### src/rtl/ucode_checkpoint_monitor.sv
// Microcode checkpoint monitor: watches the execution/fetch stages and reports
// checkpoint hits, skip redirects, and whether a run passes, fails or times out.
module ucode_checkpoint_monitor #(
  parameter int PC_W  = 12,
  parameter int N_CHK = 16,
  parameter int N_SKIP = 8,
  parameter int N_FAIL = 4,
  parameter int CNT_W = 32,
  localparam int CFG_W   = 3 * PC_W + 1,
  localparam int CHK_IW  = (N_CHK > 1) ? $clog2(N_CHK) : 1,
  localparam int FAIL_IW = (N_FAIL > 1) ? $clog2(N_FAIL) : 1
) (
  input  logic               clk,
  input  logic               reset,
  input  logic               start_i,
  input  logic               x_valid_i,
  input  logic [PC_W-1:0]    pc_x_i,
  input  logic [PC_W-1:0]    pc_f_i,
  input  logic [3:0]         op_sqi_i,
  input  logic [1:0]         op_map_i,
  input  logic [PC_W-1:0]    op_a_i,
  input  logic               cfg_we_i,
  input  logic [1:0]         cfg_tbl_i,
  input  logic [7:0]         cfg_idx_i,
  input  logic [CFG_W-1:0]   cfg_data_i,
  output logic               cfg_err_o,
  output logic [2:0]         state_o,
  output logic               done_o,
  output logic               pass_valid_o,
  output logic [CHK_IW-1:0]  pass_idx_o,
  output logic [CHK_IW:0]    pass_count_o,
  output logic               redirect_valid_o,
  output logic [PC_W-1:0]    redirect_target_o,
  output logic [FAIL_IW-1:0] fail_idx_o,
  output logic [CNT_W-1:0]   cycles_o
);

  localparam int SKIP_IW = (N_SKIP > 1) ? $clog2(N_SKIP) : 1;

  typedef enum logic [2:0] {
    ST_IDLE    = 3'd0,
    ST_RUN     = 3'd1,
    ST_PASS    = 3'd2,
    ST_FAIL    = 3'd3,
    ST_TIMEOUT = 3'd4
  } state_e;

  state_e state_q, state_d;

  logic [N_CHK-1:0]  chkValid_q;
  logic [PC_W-1:0]   chkLabel_q [N_CHK];
  logic [N_SKIP-1:0] skipValid_q;
  logic [PC_W-1:0]   skipFrom_q [N_SKIP];
  logic [PC_W-1:0]   skipTo_q [N_SKIP];
  logic [PC_W-1:0]   skipTarget_q [N_SKIP];
  logic [N_FAIL-1:0] failValid_q;
  logic [PC_W-1:0]   failLabel_q [N_FAIL];
  logic [CNT_W-1:0]  limit_q;
  logic              endValid_q;
  logic [PC_W-1:0]   endLabel_q;

  logic               cfgErr_q, cfgErr_d;
  logic               done_q, done_d;
  logic               passValid_q, passValid_d;
  logic [CHK_IW-1:0]  passIdx_q, passIdx_d;
  logic [CHK_IW:0]    passCount_q, passCount_d;
  logic [N_CHK-1:0]   chkHit_q, chkHit_d;
  logic               redirValid_q, redirValid_d;
  logic [PC_W-1:0]    redirTarget_q, redirTarget_d;
  logic [FAIL_IW-1:0] failIdx_q, failIdx_d;
  logic [CNT_W-1:0]   cycles_q, cycles_d;

  logic cfgInRange;
  logic cfgAccept;

  // Configuration is only accepted outside RUN and for indices inside the table.
  always_comb begin
    cfgInRange = 1'b0;
    unique case (cfg_tbl_i)
      2'd0: cfgInRange = (int'(cfg_idx_i) < N_CHK);
      2'd1: cfgInRange = (int'(cfg_idx_i) < N_SKIP);
      2'd2: cfgInRange = (int'(cfg_idx_i) < N_FAIL);
      2'd3: cfgInRange = (int'(cfg_idx_i) < 2);
    endcase
    cfgAccept = cfg_we_i && (state_q != ST_RUN) && cfgInRange;
    cfgErr_d  = cfg_we_i && !cfgAccept;
  end

  always_ff @(posedge clk) begin
    if (reset) begin
      chkValid_q  <= '0;
      skipValid_q <= '0;
      failValid_q <= '0;
      limit_q     <= '0;
      endValid_q  <= 1'b0;
    end else if (cfgAccept) begin
      unique case (cfg_tbl_i)
        2'd0: begin
          chkValid_q[cfg_idx_i[CHK_IW-1:0]] <= cfg_data_i[PC_W];
          chkLabel_q[cfg_idx_i[CHK_IW-1:0]] <= cfg_data_i[PC_W-1:0];
        end
        2'd1: begin
          skipValid_q[cfg_idx_i[SKIP_IW-1:0]]  <= cfg_data_i[3*PC_W];
          skipFrom_q[cfg_idx_i[SKIP_IW-1:0]]   <= cfg_data_i[3*PC_W-1:2*PC_W];
          skipTo_q[cfg_idx_i[SKIP_IW-1:0]]     <= cfg_data_i[2*PC_W-1:PC_W];
          skipTarget_q[cfg_idx_i[SKIP_IW-1:0]] <= cfg_data_i[PC_W-1:0];
        end
        2'd2: begin
          failValid_q[cfg_idx_i[FAIL_IW-1:0]] <= cfg_data_i[PC_W];
          failLabel_q[cfg_idx_i[FAIL_IW-1:0]] <= cfg_data_i[PC_W-1:0];
        end
        2'd3: begin
          if (cfg_idx_i == 8'd0) begin
            limit_q <= cfg_data_i[CNT_W-1:0];
          end else begin
            endValid_q <= cfg_data_i[PC_W];
            endLabel_q <= cfg_data_i[PC_W-1:0];
          end
        end
      endcase
    end
  end

  logic               failHit, endHit, timeoutHit, chkMatch, skipMatch;
  logic [FAIL_IW-1:0] failSel;
  logic [CHK_IW-1:0]  chkSel;
  logic [PC_W-1:0]    skipSel;
  logic [CNT_W:0]     cyclesInc;

  // Descending loops let the lowest matching index win.
  always_comb begin
    failHit   = 1'b0;
    failSel   = '0;
    chkMatch  = 1'b0;
    chkSel    = '0;
    skipMatch = 1'b0;
    skipSel   = '0;
    for (int i = N_FAIL - 1; i >= 0; i--) begin
      if (x_valid_i && failValid_q[i] && (failLabel_q[i] == pc_x_i)) begin
        failHit = 1'b1;
        failSel = FAIL_IW'(i);
      end
    end
    for (int i = N_CHK - 1; i >= 0; i--) begin
      if (x_valid_i && (op_sqi_i == 4'd14) && (op_map_i == 2'd0) &&
          chkValid_q[i] && (chkLabel_q[i] == op_a_i)) begin
        chkMatch = 1'b1;
        chkSel   = CHK_IW'(i);
      end
    end
    for (int i = N_SKIP - 1; i >= 0; i--) begin
      if (x_valid_i && !redirValid_q && skipValid_q[i] &&
          (skipFrom_q[i] == pc_x_i) && (skipTo_q[i] == pc_f_i)) begin
        skipMatch = 1'b1;
        skipSel   = skipTarget_q[i];
      end
    end
    endHit     = x_valid_i && endValid_q && (pc_x_i == endLabel_q);
    cyclesInc  = {1'b0, cycles_q} + {{CNT_W{1'b0}}, 1'b1};
    timeoutHit = (limit_q != '0) && (cyclesInc == {1'b0, limit_q});
  end

  // Exits from RUN freeze the cycle count and swallow same-cycle events.
  always_comb begin
    state_d       = state_q;
    cycles_d      = cycles_q;
    passValid_d   = 1'b0;
    passIdx_d     = passIdx_q;
    passCount_d   = passCount_q;
    chkHit_d      = chkHit_q;
    redirValid_d  = 1'b0;
    redirTarget_d = redirTarget_q;
    failIdx_d     = failIdx_q;
    if (start_i) begin
      state_d     = ST_RUN;
      cycles_d    = '0;
      passCount_d = '0;
      chkHit_d    = '0;
    end else if (state_q == ST_RUN) begin
      if (failHit) begin
        state_d   = ST_FAIL;
        failIdx_d = failSel;
      end else if (endHit) begin
        state_d = ST_PASS;
      end else if (timeoutHit) begin
        state_d = ST_TIMEOUT;
      end else begin
        cycles_d = cyclesInc[CNT_W] ? cycles_q : cyclesInc[CNT_W-1:0];
        if (chkMatch) begin
          passValid_d = 1'b1;
          passIdx_d   = chkSel;
          if (!chkHit_q[chkSel]) begin
            chkHit_d[chkSel] = 1'b1;
            passCount_d      = passCount_q + (CHK_IW + 1)'(1);
          end
        end
        if (skipMatch) begin
          redirValid_d  = 1'b1;
          redirTarget_d = skipSel;
        end
      end
    end
    done_d = (state_d == ST_PASS) || (state_d == ST_FAIL) || (state_d == ST_TIMEOUT);
  end

  always_ff @(posedge clk) begin
    if (reset) begin
      state_q       <= ST_IDLE;
      cfgErr_q      <= 1'b0;
      done_q        <= 1'b0;
      passValid_q   <= 1'b0;
      passIdx_q     <= '0;
      passCount_q   <= '0;
      chkHit_q      <= '0;
      redirValid_q  <= 1'b0;
      redirTarget_q <= '0;
      failIdx_q     <= '0;
      cycles_q      <= '0;
    end else begin
      state_q       <= state_d;
      cfgErr_q      <= cfgErr_d;
      done_q        <= done_d;
      passValid_q   <= passValid_d;
      passIdx_q     <= passIdx_d;
      passCount_q   <= passCount_d;
      chkHit_q      <= chkHit_d;
      redirValid_q  <= redirValid_d;
      redirTarget_q <= redirTarget_d;
      failIdx_q     <= failIdx_d;
      cycles_q      <= cycles_d;
    end
  end

  assign state_o           = state_q;
  assign cfg_err_o         = cfgErr_q;
  assign done_o            = done_q;
  assign pass_valid_o      = passValid_q;
  assign pass_idx_o        = passIdx_q;
  assign pass_count_o      = passCount_q;
  assign redirect_valid_o  = redirValid_q;
  assign redirect_target_o = redirTarget_q;
  assign fail_idx_o        = failIdx_q;
  assign cycles_o          = cycles_q;

endmodule
### config.mk
export PLATFORM = sky130hd
export DESIGN_NAME = ucode_checkpoint_monitor
export DESIGN_NICKNAME = d
export VERILOG_FILES = /design/src/rtl/ucode_checkpoint_monitor.sv
export SDC_FILE = /design/constraint.sdc
export NUM_CORES = 2
export LEC_CHECK = 0
export CAP_MARGIN = 20
export CORE_UTILIZATION = 35
export DETAILED_ROUTE_END_ITERATION = 12
export PLACE_DENSITY = 0.51
export SLEW_MARGIN = 20
export SYNTH_ARGS = -nofsm -noshare
export SYNTH_HDL_FRONTEND = slang
export SYNTH_SLANG_ARGS = --single-unit
### constraint.sdc
create_clock -name clk -period 4.9 [get_ports clk]
set_input_delay 0.49 -clock clk [delete_from_list [all_inputs] [get_ports clk]]
set_output_delay 0.49 -clock clk [all_outputs]
set_load 0.02 [all_outputs]
zoom.png
The bar under the picture is 10 um long. Window x 206 to 246, y 55 to 95 um. Cells in grey, sequential cells in the stronger grey; small squares are vias.
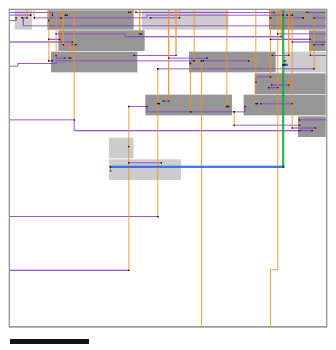
green -> met4
orange -> met2
blue -> met3
purple -> met1
most frequent = edfxtp_1 (8), clkbuf_16 (2)
cells with their middle in the window = 13
sequential cells in the window = 8
netlist names of flops here include = chkLabel_q (8)

final_congestion.png
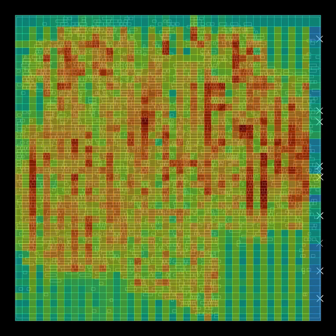
post-DR wirelength/cell: 24.5 um
post-layout util: 0.421
met3 Track Usage GR: 0.0296
met2 Track Usage GR: 0.354

met1.png
The bar under the picture is 100 um long. Supply wires on this layer in grey.
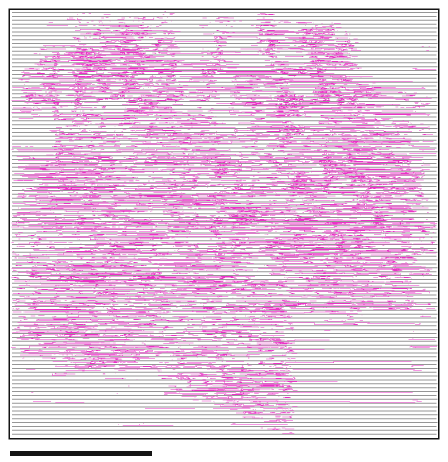
share of all routed wire = 45%
longest straight run = 117 um
wire length on this layer = 43.6 mm

met3.png
The bar under the picture is 100 um long.
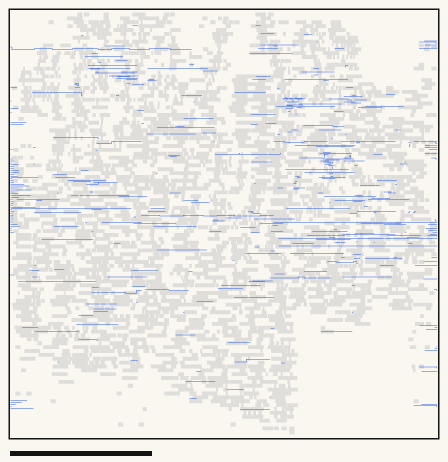
longest straight run = 115 um
share of all routed wire = 4.8%
main direction = horizontal
wire length on this layer = 4660 um

gate_families.png
The bar under the picture is 100 um long.
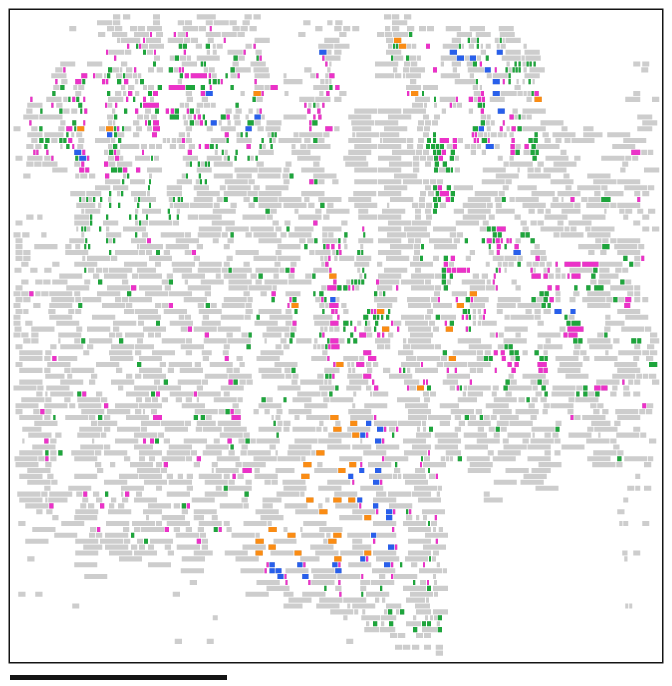
blue -> AND-OR and OR-AND gates  # cells 46
orange -> multiplexers  # cells 41
magenta -> NOR gates  # cells 335, where spread over the die
green -> NAND gates  # cells 422

==> run notes <==
run metrics: crit path capture type=register, first-iteration detailed-routing DRC count=1825, Top area cell types=edfxtp_1 (52%), xnor2_1 (10%), dfxtp_1 (8.9%), largest net degree at the start of global routing=61, Critical Path Start=cycles_o[0], metal1 wirelength=43.6 mm, Top cell excl fill/tap=edfxtp_1, Main power group=sequential cells, Yosys top cell by instances=edfxtp_1, internal power=10.2 mW, slowest CP cell=dfxtp_1, sequential share of the synthesized area=0.607, worst path buffer plus inverter count=1, synth cell count leaders=edfxtp_1 (540), xnor2_1 (357), nor2_1 (172), ys flops=679, FA/HA/MAJ Cells, Area Fraction=0.000800, number of synthesized flops with an enable pin=540, overall routing resource usage=0.213, CP Launch Type=register, Slew @ Worst Pin=1.14 ns, H-Tree Depth=3, max cap viols=0, top sig layer=met5, Setup Buffers After CTS=0, R2R cell count=13, Die Span X=301 um, Worst Path Max Fanout=25, Combinational Power Share=0.053, Sequential Power Share=0.479, Crit Path Category=reg -> reg, register area=0.0190 mm^2, drt pass-1 iters=10, post-route cell area=0.0373 mm^2, area leader, netlist=edfxtp_1, Chip Area, Yosys=0.0313 mm^2, tool warning count=26, comb area leader=simple AND/OR/NAND/NOR gates, Worst-path clk slew=0.06 ns, r2r setup slk=0.51 ns, dpl hpwl=63.4 mm, Primary FF master, synth=edfxtp_1, outcome=finished with violations, Antenna Nets Post-Route=0, clock group power=6.08 mW, metal2 WL=46.6 mm, Remaining Overflow, GRT=0, I/O Pins=156, Critical Path End=redirect_target_o[2], ys async rst share=0, number of flip-flops in the largest register=192, vias in the first global route=21100, first-pass GRT wire length=142 mm, net switching power=2.82 mW, failing checks=design-rule violations, routed via count=21300, clk sink count=679, syn_area_per_cell=12.4 um^2, DRC Markers=36, clock power share=0.468, cell depth of the worst setup path=13, Post-Place Cell Area=0.0346 mm^2, Initial Utilization=0.354, Switching Share=0.217, yosys synthesis warning count=0, final-report max-slew violation count=0, distinct cell type count after synthesis=89, Slew headroom=0.239, crit-path max cell delay=0.54 ns, post-synthesis cell area=0.0313 mm^2, Hold Crit Class=in -> reg, RSZ-0062 raised after global routing=false, nets=2824, yosys xor share=0.143, Pwr Density=349 mW/mm^2, yosys simple share=0.153, Post-Synthesis Cells=2522, clock root buffer master=clkbuf_16, worst hold endpoint=pass_idx_o[1], mux frac, synth=0.0136, Worst EP arrival=4.86 ns, share of post-route cells with drive strength above 1=0.116, Post-Syn Nets=2618
[routing by layer]
| layer | vias to the layer above | track usage |
|---|---|---|
| met2 | 624 | 0.354 |
| met4 | 8 | 0.0544 |
| met3 | 139 | 0.0296 |
| li1 | 9698 | - |
| met5 | - | 0 |
| met1 | 10800 | 0.291 |
[cell type report]
| class | instances | area share |
|---|---|---|
| antenna | 2 | 0.000134 |
| timing repair buffer | 272 | 0.0666 |
| clock buffer | 116 | 0.0625 |
| sequential | 679 | 0.510 |
| clock inverter | 29 | 0.0100 |
| tap | 1165 | 0.0391 |
| inverter | 21 | 0.00212 |
| multi-input combinational | 1676 | 0.310 |
Power is estimated from default activity; no workload was simulated.
